===== config.mk =====
export PLATFORM = sky130hd
export DESIGN_NAME = roulette_wheel_spinner
export DESIGN_NICKNAME = d
export VERILOG_FILES = /design/src/rtl/roulette_wheel_spinner.sv
export SDC_FILE = /design/constraint.sdc
export NUM_CORES = 1
export LEC_CHECK = 0
export CAP_MARGIN = 20
export CORE_MARGIN = 8
export CORE_UTILIZATION = 35
export DETAILED_ROUTE_END_ITERATION = 10
export SYNTH_ARGS = -nofsm -noshare
export SYNTH_HDL_FRONTEND = slang
export SYNTH_SLANG_ARGS = --single-unit

===== constraint.sdc =====
create_clock -name clk -period 3.8 [get_ports clk]
set_clock_uncertainty 0.15 [all_clocks]
set_input_delay 0.95 -clock clk [delete_from_list [all_inputs] [get_ports clk]]
set_output_delay 0.95 -clock clk [all_outputs]
set_load 0.01 [all_outputs]

===== src/rtl/roulette_wheel_spinner.sv =====
// Roulette wheel spinner: free-running LFSR entropy, a decelerating wheel animation,
// and a settled result presented to the game FSMs with a valid/ack handshake.
module roulette_wheel_spinner #(
  parameter logic [15:0] LFSR_SEED     = 16'hACE1,
  parameter int          NUM_SLOTS     = 32,
  parameter int          NUM_STEPS     = 16,
  parameter int          BASE_INTERVAL = 4,
  parameter int          INTERVAL_INC  = 2
) (
  input  logic       clk,
  input  logic       reset_n,
  input  logic       spin_req,
  input  logic       result_ack,
  output logic [4:0] randnum,
  output logic       result_valid,
  output logic       is_even,
  output logic       busy,
  output logic [4:0] position,
  output logic       step_pulse,
  output logic [1:0] fsm_state
);

  // Handshake: result_valid rises with a fresh randnum and stays high, with randnum
  // stable, until result_ack is seen high at a clock edge; it is low the next cycle.
  localparam logic [1:0] ST_IDLE = 2'd0;
  localparam logic [1:0] ST_SPIN = 2'd1;
  localparam logic [1:0] ST_HOLD = 2'd2;

  localparam logic [15:0] SEED_EFF  = (LFSR_SEED == 16'h0000) ? 16'h0001 : LFSR_SEED;
  localparam logic [4:0]  LAST_SLOT = 5'(NUM_SLOTS - 1);
  localparam logic [5:0]  SLOTS6    = 6'(NUM_SLOTS);
  localparam logic [15:0] BASE16    = 16'(BASE_INTERVAL);
  localparam logic [15:0] INC16     = 16'(INTERVAL_INC);
  localparam logic [15:0] STEPS16   = 16'(NUM_STEPS);

  logic [1:0]  state;
  logic [15:0] lfsr;
  logic [15:0] lfsr_next;
  logic        spin_req_d;
  logic        start;
  logic [15:0] steps_left;
  logic [15:0] interval;
  logic [15:0] counter;
  logic [4:0]  start_pos;
  logic [4:0]  next_pos;
  logic        step_now;

  assign lfsr_next = {1'b0, lfsr[15:1]} ^ (lfsr[0] ? 16'hB400 : 16'h0000);
  assign start     = spin_req & ~spin_req_d & (state == ST_IDLE);

  // Folding the raw 5-bit value once is enough because NUM_SLOTS is at least 16.
  assign start_pos = ({1'b0, lfsr[4:0]} < SLOTS6) ? lfsr[4:0]
                                                  : 5'({1'b0, lfsr[4:0]} - SLOTS6);
  assign next_pos  = (position == LAST_SLOT) ? 5'd0 : position + 5'd1;
  assign step_now  = (counter == interval - 16'd1);

  always_ff @(posedge clk) begin
    if (!reset_n) begin
      state        <= ST_IDLE;
      lfsr         <= SEED_EFF;
      spin_req_d   <= 1'b0;
      randnum      <= 5'd0;
      result_valid <= 1'b0;
      position     <= 5'd0;
      step_pulse   <= 1'b0;
      steps_left   <= 16'd0;
      interval     <= 16'd0;
      counter      <= 16'd0;
    end else begin
      lfsr       <= lfsr_next;
      spin_req_d <= spin_req;
      step_pulse <= 1'b0;
      case (state)
        ST_IDLE: begin
          if (start) begin
            position   <= start_pos;
            steps_left <= STEPS16 + {13'd0, lfsr[7:5]};
            interval   <= BASE16;
            counter    <= 16'd0;
            state      <= ST_SPIN;
          end
        end
        ST_SPIN: begin
          if (step_now) begin
            position   <= next_pos;
            step_pulse <= 1'b1;
            steps_left <= steps_left - 16'd1;
            interval   <= interval + INC16;
            counter    <= 16'd0;
            if (steps_left == 16'd1) begin
              randnum      <= next_pos;
              result_valid <= 1'b1;
              state        <= ST_HOLD;
            end
          end else begin
            counter <= counter + 16'd1;
          end
        end
        ST_HOLD: begin
          if (result_ack) begin
            result_valid <= 1'b0;
            state        <= ST_IDLE;
          end
        end
        default: state <= ST_IDLE;
      endcase
    end
  end

  assign busy      = (state == ST_SPIN);
  assign is_even   = ~randnum[0];
  assign fsm_state = state;

endmodule


==> flow_summary.toml, run 1 <==
# synthesis and place-and-route metrics
[status]
status = "complete, no violations"

[finish]
nNonClkInverters = 14
final_layout_size_suffix_gt1_share_pct = 12.0
top_regs = "counter (16), lfsr (16), steps_left (16)"
layout_top_cells = "dfxtp_1, nor2_1, nand2_1"
seq_area_sq_um = 1560
buffer_area_share_pct = 8.92
nets = 507
area_growth_syn_to_layout_pct = 19.1
antennaDiodeCount = 0

[pwr]
p_sw_mw = 0.538
p_int_mw = 1.33
p_seq_share_pct = 48.1
clkPwrFrac_pct = 36.4
pwr-share-comb_pct = 15.5
power_mw = 1.87
irDropWorstVdd_mv = 0.230
sw_frac_of_total_pct = 28.8

[route]
top_layer = "met4"
wl_mm = 9.82
wl_met1_mm = 4.68
detail_route.first_pass.iterations = 4
wire_per_inst_um = 15.3
ant_nets = 0

[critical_path]
worstSetupEndpoint = "steps_left[11]"
crit_start = "interval[1]"
regToRegStartpoint = "interval[1]"
r2r_cells = 12
worst_setup_path_start_kind = "register"
crit_type = "reg -> reg"
r2r_slack_ps = 150

[clock_network]
cts_buffers = 9
worst_skew_pair.late_latency_ps = 360
cts_sinks = 78
cts_setup_buffers = 0

[min_path]
min-delay-start = "lfsr[12]"
hold_path_class = "reg -> reg"
min_path_cells = 1
min_to = "lfsr[11]"

[timing]
worst_pin_slew_ps = 617
fin_setup_tns_ps = 0
slew_violations = 0
slew_headroom_pct = 58.7

[placement]
post-place-ws_ps = 29.3
dp_hpwl_mm = 6.92

[grt]
antenna_found_initial = 0
grt_pass1_vias = 3290
grt_pass1_wl_mm = 16.2

[logic_synthesis]
ys_top_logic_family = "simple AND/OR/NAND/NOR gates"
synth_seq_share_pct = 39.9
synth_area_per_cell_sq_um = 8.41
yosys_warnings = 0
xor_share_pct = 7.83

[floorplan]
fp_util_pct = 35.9
ioPinCount = 20
die_w_um = 122

[run]
max_cap_viol_count = 0
## run 1: cell usage after synthesis, types with 5 or more instances
| master | number | area share (%) |
|---|---|---|
| ha_1 | 7 | 2.2 |
| mux2i_1 | 5 | 1.3 |
| a21oi_1 | 27 | 3.5 |
| o21ai_0 | 13 | 1.7 |
| a211oi_1 | 7 | 1.3 |
| clkbuf_1 | 26 | 2.5 |
| nand2_1 | 33 | 3.2 |
| nor3_1 | 13 | 1.7 |
| or3_1 | 15 | 2.4 |
| and3_1 | 10 | 1.6 |
| o31ai_1 | 9 | 1.7 |
| nand4_1 | 6 | 0.96 |
| nand2b_1 | 11 | 1.8 |
| o211ai_1 | 8 | 1.5 |
| xor2_1 | 19 | 4.3 |
| xnor2_1 | 16 | 3.6 |
| and2_1 | 11 | 1.8 |
| inv_1 | 14 | 1.3 |
| nand3_1 | 19 | 2.4 |
| nor2_1 | 44 | 4.2 |
| dfxtp_1 | 78 | 40 |
| or4_1 | 20 | 3.8 |
## run 1: routing by layer
metal / global-route usage (%) / up-vias
met2: 21.2 / 72
met4: 5.63 / 0
met5: 0 / -
met1: 17.6 / 1655
met3: 2.92 / 17
li1: - / 1745
## run 1: power groups by stage
stage / Clock, mW / Combinational, mW / Sequential, mW
global route: 0.722 / 0.323 / 0.906
CTS: 0.699 / 0.277 / 0.898
floorplan: 0 / 0.192 / 0.910
detailed placement: 0 / 0.276 / 0.916
finish: 0.680 / 0.289 / 0.898
global placement: 0 / 0.271 / 0.916
## run 1: critical path, cell delays in order, from the launching register on
cell and delay, ps:
dfxtp_1 330, inv_1 80, ha_4 280, xor2_1 130
nand3_1 110, or4_4 530, or4_4 560, a2111oi_4 270
buf_4 200, o2111ai_2 130, buf_6 170, or4_1 490
a21oi_2 140
Figure 1. Register map, names as in the netlist (run 1).
Scale bar: 20 um. Other sequential cells in the stronger grey, the rest of the logic in the fainter grey.
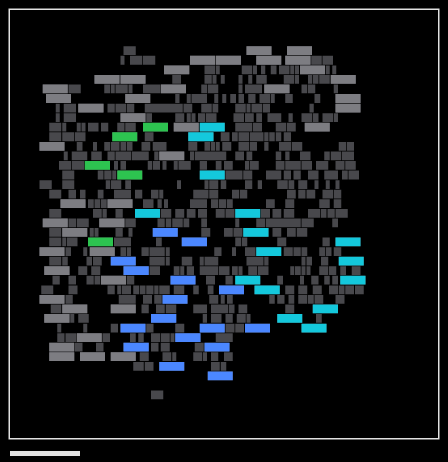
Key: `position` = green [placed flops 5]; `steps_left` = blue [placed flops 16, where bottom middle]; `interval` = cyan [placed flops 15]
Another 42 sequential cells are not coloured.

Figure 2. Routed metal, one colour a layer (run 1).
Scale bar: 20 um. Two of the layers only.
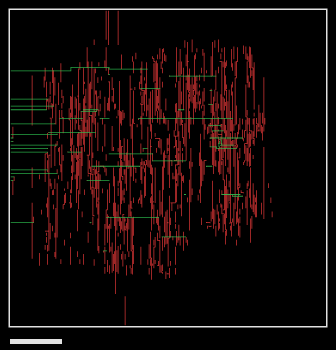
Key: metal 2 = red [wire length 4480 um]; metal 3 = green [wire length 478 um]

Figure 3. Cell area per tile (run 1).
The die is cut into 12 by 12 equal tiles; black is low, pale yellow is high, 0 to 100% covered.
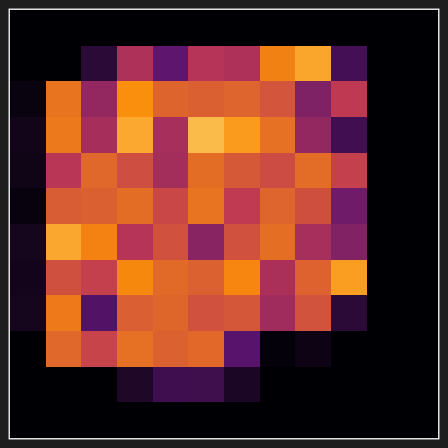
The fullest tile reaches 85%. 4.9% of the tiles are over 75% full. The densest ninth of the die: middle. The mean over all tiles is 30%. The emptiest ninth of the die: bottom right. 38% of the tiles are nearly empty.

==> run 2, diff against run 1 <==
--- a/config.mk
+++ b/config.mk
@@ -9,6 +9,7 @@
 export CORE_MARGIN = 8
 export CORE_UTILIZATION = 35
 export DETAILED_ROUTE_END_ITERATION = 10
+export HOLD_SLACK_MARGIN = 0.08
 export SYNTH_ARGS = -nofsm -noshare
 export SYNTH_HDL_FRONTEND = slang
 export SYNTH_SLANG_ARGS = --single-unit
Figure 4. Routed metal, one colour a layer (run 2).
Scale bar: 20 um. Two of the layers only.
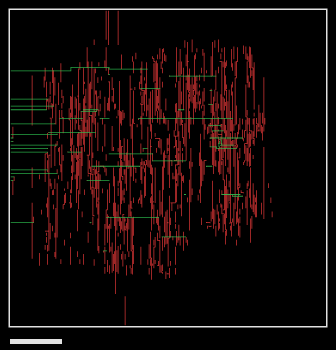
Key: metal 3 = green [wire length 478 um]; metal 2 = red [wire length 4480 um]

Figure 5. Cell area per tile (run 2).
The die is cut into 12 by 12 equal tiles; black is low, pale yellow is high, 0 to 100% covered.
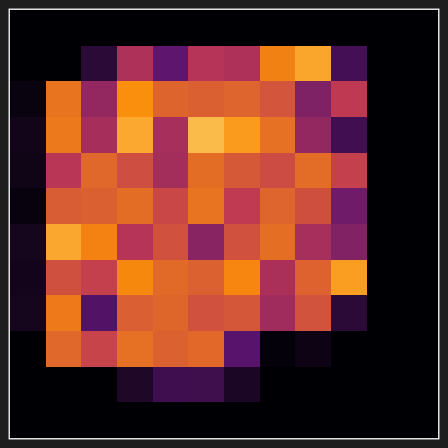
The densest ninth of the die: middle. The emptiest ninth of the die: bottom right. The mean over all tiles is 30%.

==> flow_summary.toml, run 2 <==
# synthesis and place-and-route metrics
[pwr]
clkPwrFrac_pct = 36.4
irDropWorstVdd_mv = 0.230
pwr-share-comb_pct = 15.5
power_mw = 1.87
p_seq_share_pct = 48.1
p_int_mw = 1.33

[logic_synthesis]
area_leaders = "dfxtp_1, xor2_1, nor2_1"
yosys_warnings = 0
top_cell_area_share_pct = 39.9
ys_top_logic_family = "simple AND/OR/NAND/NOR gates"
xor_share_pct = 7.83
yosysTopAreaCell = "dfxtp_1"

[clock_network]
cts_buffers = 9
worst_skew_pair.late_latency_ps = 360
cts_sinks = 78

[route]
wire_per_inst_um = 15.3
wl_mm = 9.82

[critical_path]
crit_type = "reg -> reg"
crit_buf_inv = 3
r2r_cells = 12
crit_family = "simple AND/OR/NAND/NOR gates"
worst_setup_path_start_kind = "register"

[min_path]
min-delay-start = "lfsr[12]"
min_to = "lfsr[11]"
hold_path_class = "reg -> reg"
min_path_cells = 1

[finish]
final_layout_size_suffix_gt1_share_pct = 12.0
nets = 507
antennaDiodeCount = 0
layout_top_cells = "dfxtp_1, nor2_1, nand2_1"
area_growth_syn_to_layout_pct = 19.1
top_regs = "counter (16), lfsr (16), steps_left (16)"

[floorplan]
die_w_um = 122

[placement]
post-place-ws_ps = 29.3
dp_hpwl_mm = 6.92

[grt]
grt_pass1_vias = 3290

[run]
max_cap_viol_count = 0

[status]
status = "complete, no violations"
==> run 2: cell counts after synthesis <==
Identical to the previous run, type by type.
==> run 2: power by group through the flow <==
stage / Clock [mW] / Sequential [mW] / Combinational [mW]
finish: 0.680 / 0.898 / 0.289
detailed placement: 0 / 0.916 / 0.276
global placement: 0 / 0.916 / 0.271
floorplan: 0 / 0.910 / 0.192
global route: 0.722 / 0.906 / 0.323
CTS: 0.699 / 0.898 / 0.277
==> run 2: logic make-up (layout without fill, tap and decap cells) <==
kind of cell	count (synthesis)	after routing
AND-OR/OR-AND	97	97
XOR/XNOR	35	35
adder cells (fa/ha/maj)	7	7
buffers and inverters	42	78
flip-flops	78	78
multiplexers	5	5
AND/OR/NAND/NOR	201	201
==> run 2: how the worst max path moves through the flow <==
stage / start / end / cells past startpoint
final: interval[1] / steps_left[11] / 12
after CTS: interval[1] / interval[11] / 10
after floorplan: interval[6] / steps_left[15] / 11
after global placement: interval[1] / steps_left[11] / 10
after global routing: interval[3] / steps_left[11] / 10
after detailed placement: interval[1] / interval[11] / 10
==> run 2: per-layer routing <==
layer / part of all wire (%) / vias up / track usage (%)
li1: - / 1745 / -
met1: 48 / 1655 / 17.6
met2: 46 / 72 / 21.2
met3: 4.9 / 17 / 2.92
met4: 1.8 / 0 / 5.63
met5: 0 / - / 0
==> run 2: what timing repair did <==
item / CTS / global route
endpoints found under the setup margin: 0 / 45
gates resized: 0 / 10
setup buffers: 0 / 1
==> run 2: layout make-up <==
cell class | instances | area [sq um]
fillers | 1060 | 6230
repair buffers | 48 | 415
well taps | 140 | 175
multi-input cells | 345 | 2240
inverters | 14 | 52.6
clock inverters | 5 | 63.8
flip-flops and latches | 78 | 1560
clock buffers | 11 | 151
==> run 3, diff against run 2 <==
--- a/config.mk
+++ b/config.mk
@@ -10,6 +10,7 @@
 export CORE_UTILIZATION = 35
 export DETAILED_ROUTE_END_ITERATION = 10
 export HOLD_SLACK_MARGIN = 0.08
+export PLACE_DENSITY = 0.58
 export SYNTH_ARGS = -nofsm -noshare
 export SYNTH_HDL_FRONTEND = slang
 export SYNTH_SLANG_ARGS = --single-unit
Figure 6. Routed metal, one colour a layer (run 3).
Scale bar: 20 um. Two of the layers only.
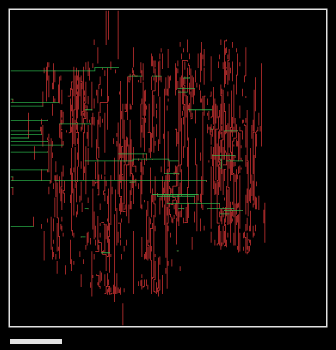
Key: metal 2 = red [wire length 4520 um]; metal 3 = green [wire length 467 um]

==> flow_summary.toml, run 3 <==
# synthesis and place-and-route metrics
[logic_synthesis]
yosys_warnings = 0
most_common_cell = "dfxtp_1"
area_leaders = "dfxtp_1, xor2_1, nor2_1"
netlist_area_sq_um = 3910
compound_area_share_pct = 17.1
ys_sh_simple_pct = 27.5
synth_seq_share_pct = 39.9
ys_top_logic_family = "simple AND/OR/NAND/NOR gates"
ys_ff = 78
synth_area_per_cell_sq_um = 8.41
yosysTopAreaCell = "dfxtp_1"
ys_cells = 465
synth_cells = 465
top_cells_by_count = "dfxtp_1, nor2_1, nand2_1"
xor_share_pct = 7.83
top_cell_area_share_pct = 39.9

[timing]
rsz0062_at_grt = "no"
slew_violations = 0
slew_headroom_pct = 54.9
worst_pin_slew_ps = 674
fin_setup_tns_ps = 0
max_freq_mhz = 276

[route]
wl_mm = 9.74
detail_route.first_pass.iterations = 6
drc = 0
ant_nets = 0
wire_per_inst_um = 15.2

[finish]
layout_top_cells = "dfxtp_1, nor2_1, nand2_1"
nets = 505
comb_area_sq_um = 2240
final_layout_size_suffix_gt1_share_pct = 11.8
top_regs = "counter (16), lfsr (16), steps_left (16)"
fin_area_sq_um = 4610
nFillCells = 1092
area_growth_syn_to_layout_pct = 17.8
seq_area_sq_um = 1560
antennaDiodeCount = 0

[critical_path]
crit_type = "reg -> reg"
crit_top_cell = "or4_1"
crit_start = "interval[10]"
regToRegStartpoint = "interval[10]"
path_cells = "or4_1, or3_1, or4_1, a32o_1, a2111oi_4, o2111ai_1, buf_4, or4_1, a21oi_1"
crit_family = "simple AND/OR/NAND/NOR gates"
crit_required_ps = 3930
crit_path_top_delay_cell = "or4_1"
crit_buf_inv = 1
crit_cells = 9
cp_slowest_stage_delay_ps = 600
worst_setup_path_start_kind = "register"
r2r_cells = 9

[grt]
antenna_found_initial = 0
grt_pass1_vias = 3393
grt_pass1_wl_mm = 16.4

[clock_network]
cts_setup_buffers = 0
worst_skew_pair.late_latency_ps = 360
cts_buffers = 9
cts_sinks = 78

[pwr]
pwr-share-comb_pct = 16.2
p_int_mw = 1.25
p_seq_share_pct = 50.5
sw_frac_of_total_pct = 29.3
irDropWorstVdd_mv = 0.212
clkPwrFrac_pct = 33.3
p_sw_mw = 0.519

[min_path]
hold_path_class = "reg -> reg"
min-delay-start = "lfsr[8]"
min_path_cells = 1

[floorplan]
fp_util_pct = 35.9
die_w_um = 122
ioPinCount = 20

[run]
tool_warnings = 28
max_cap_viol_count = 0

[status]
status = "complete, no violations"

[placement]
dp_hpwl_mm = 6.92
io_buffers = 19
Figure 7. Cell classes on the final placement (run 3).
Scale bar: 20 um. Fill, decap, tap and diode cells in grey.
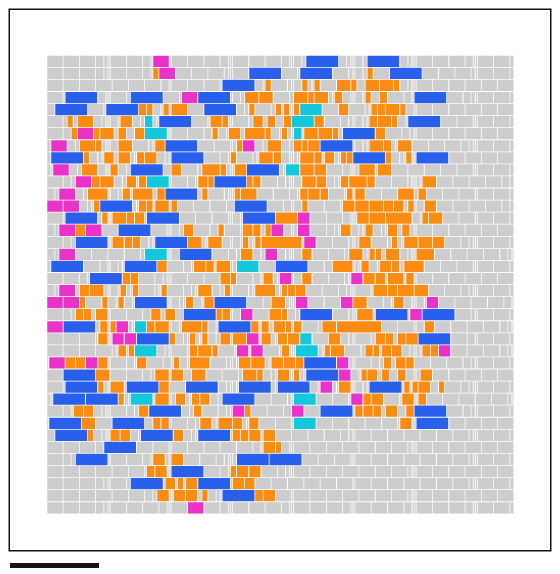
Key: combinational and other logic = orange [cells 359, share of their area 52%]; sequential cells = blue [cells 78, share of their area 35%]; clock drivers and dummy loads = cyan [cells 16, share of their area 4.2%]; remaining buffers and delay cells = magenta [cells 46, share of their area 8.9%]

## run 3: cell families (layout without fill, tap and decap cells)
logic type      count (synthesis)  in the layout
xor+xnor                       35             35
mux                             5              5
compound gates                 97             97
buf+inv                        42             76
fa+ha+maj                       7              7
simple gates                  201            201
flops                          78             78
## run 3: final timing paths
kind                    end  slack, ps
max          steps_left[11]        180
min                 lfsr[7]        270
max reg2reg  steps_left[11]        180
min reg2reg         lfsr[7]        270
## run 3: routing by layer
metal	track usage [%]	up-vias	wire [um]
li1	-	1735	-
met3	2.82	12	467
met1	17.1	1643	4600
met2	22.0	67	4520
met5	0	-	0
met4	6.17	0	150
## run 3: power by group through the flow
stage	Sequential [mW]	Combinational, mW	Clock, mW
floorplan	0.910	0.192	0
global placement	0.913	0.275	0
detailed placement	0.914	0.281	0
CTS	0.895	0.283	0.605
global route	0.902	0.326	0.643
finish	0.895	0.287	0.590
## run 3: repair_timing
| item | CTS | global route |
|---|---|---|
| hold buffers | 0 | 0 |
| setup endpoints to repair | 7 | 35 |
| pin swaps | 0 | 1 |
| resized | 2 | 9 |
## run 3: metrics by stage
step	setup slack [ps]	hold slack (ps)	power, mW	utilization, %
finish	181	269	1.77	42.3
global placement	84.0	248	1.19	40.2
global route	5.08	287	1.87	42.3
detailed placement	-57.3	253	1.19	40.2
CTS	57.5	277	1.78	42.0
floorplan	230	236	1.10	-
## run 3: cell type report
type	instances	area share [%]
Multi-Input combinational cell	345	48.6
Sequential cell	78	33.9
Timing Repair Buffer	46	8.53
Tap cell	140	3.80
Clock buffer	11	3.29
Inverter	14	1.14
Clock inverter	5	0.733
No activity file was given, so power comes from the tool's default toggle rates.
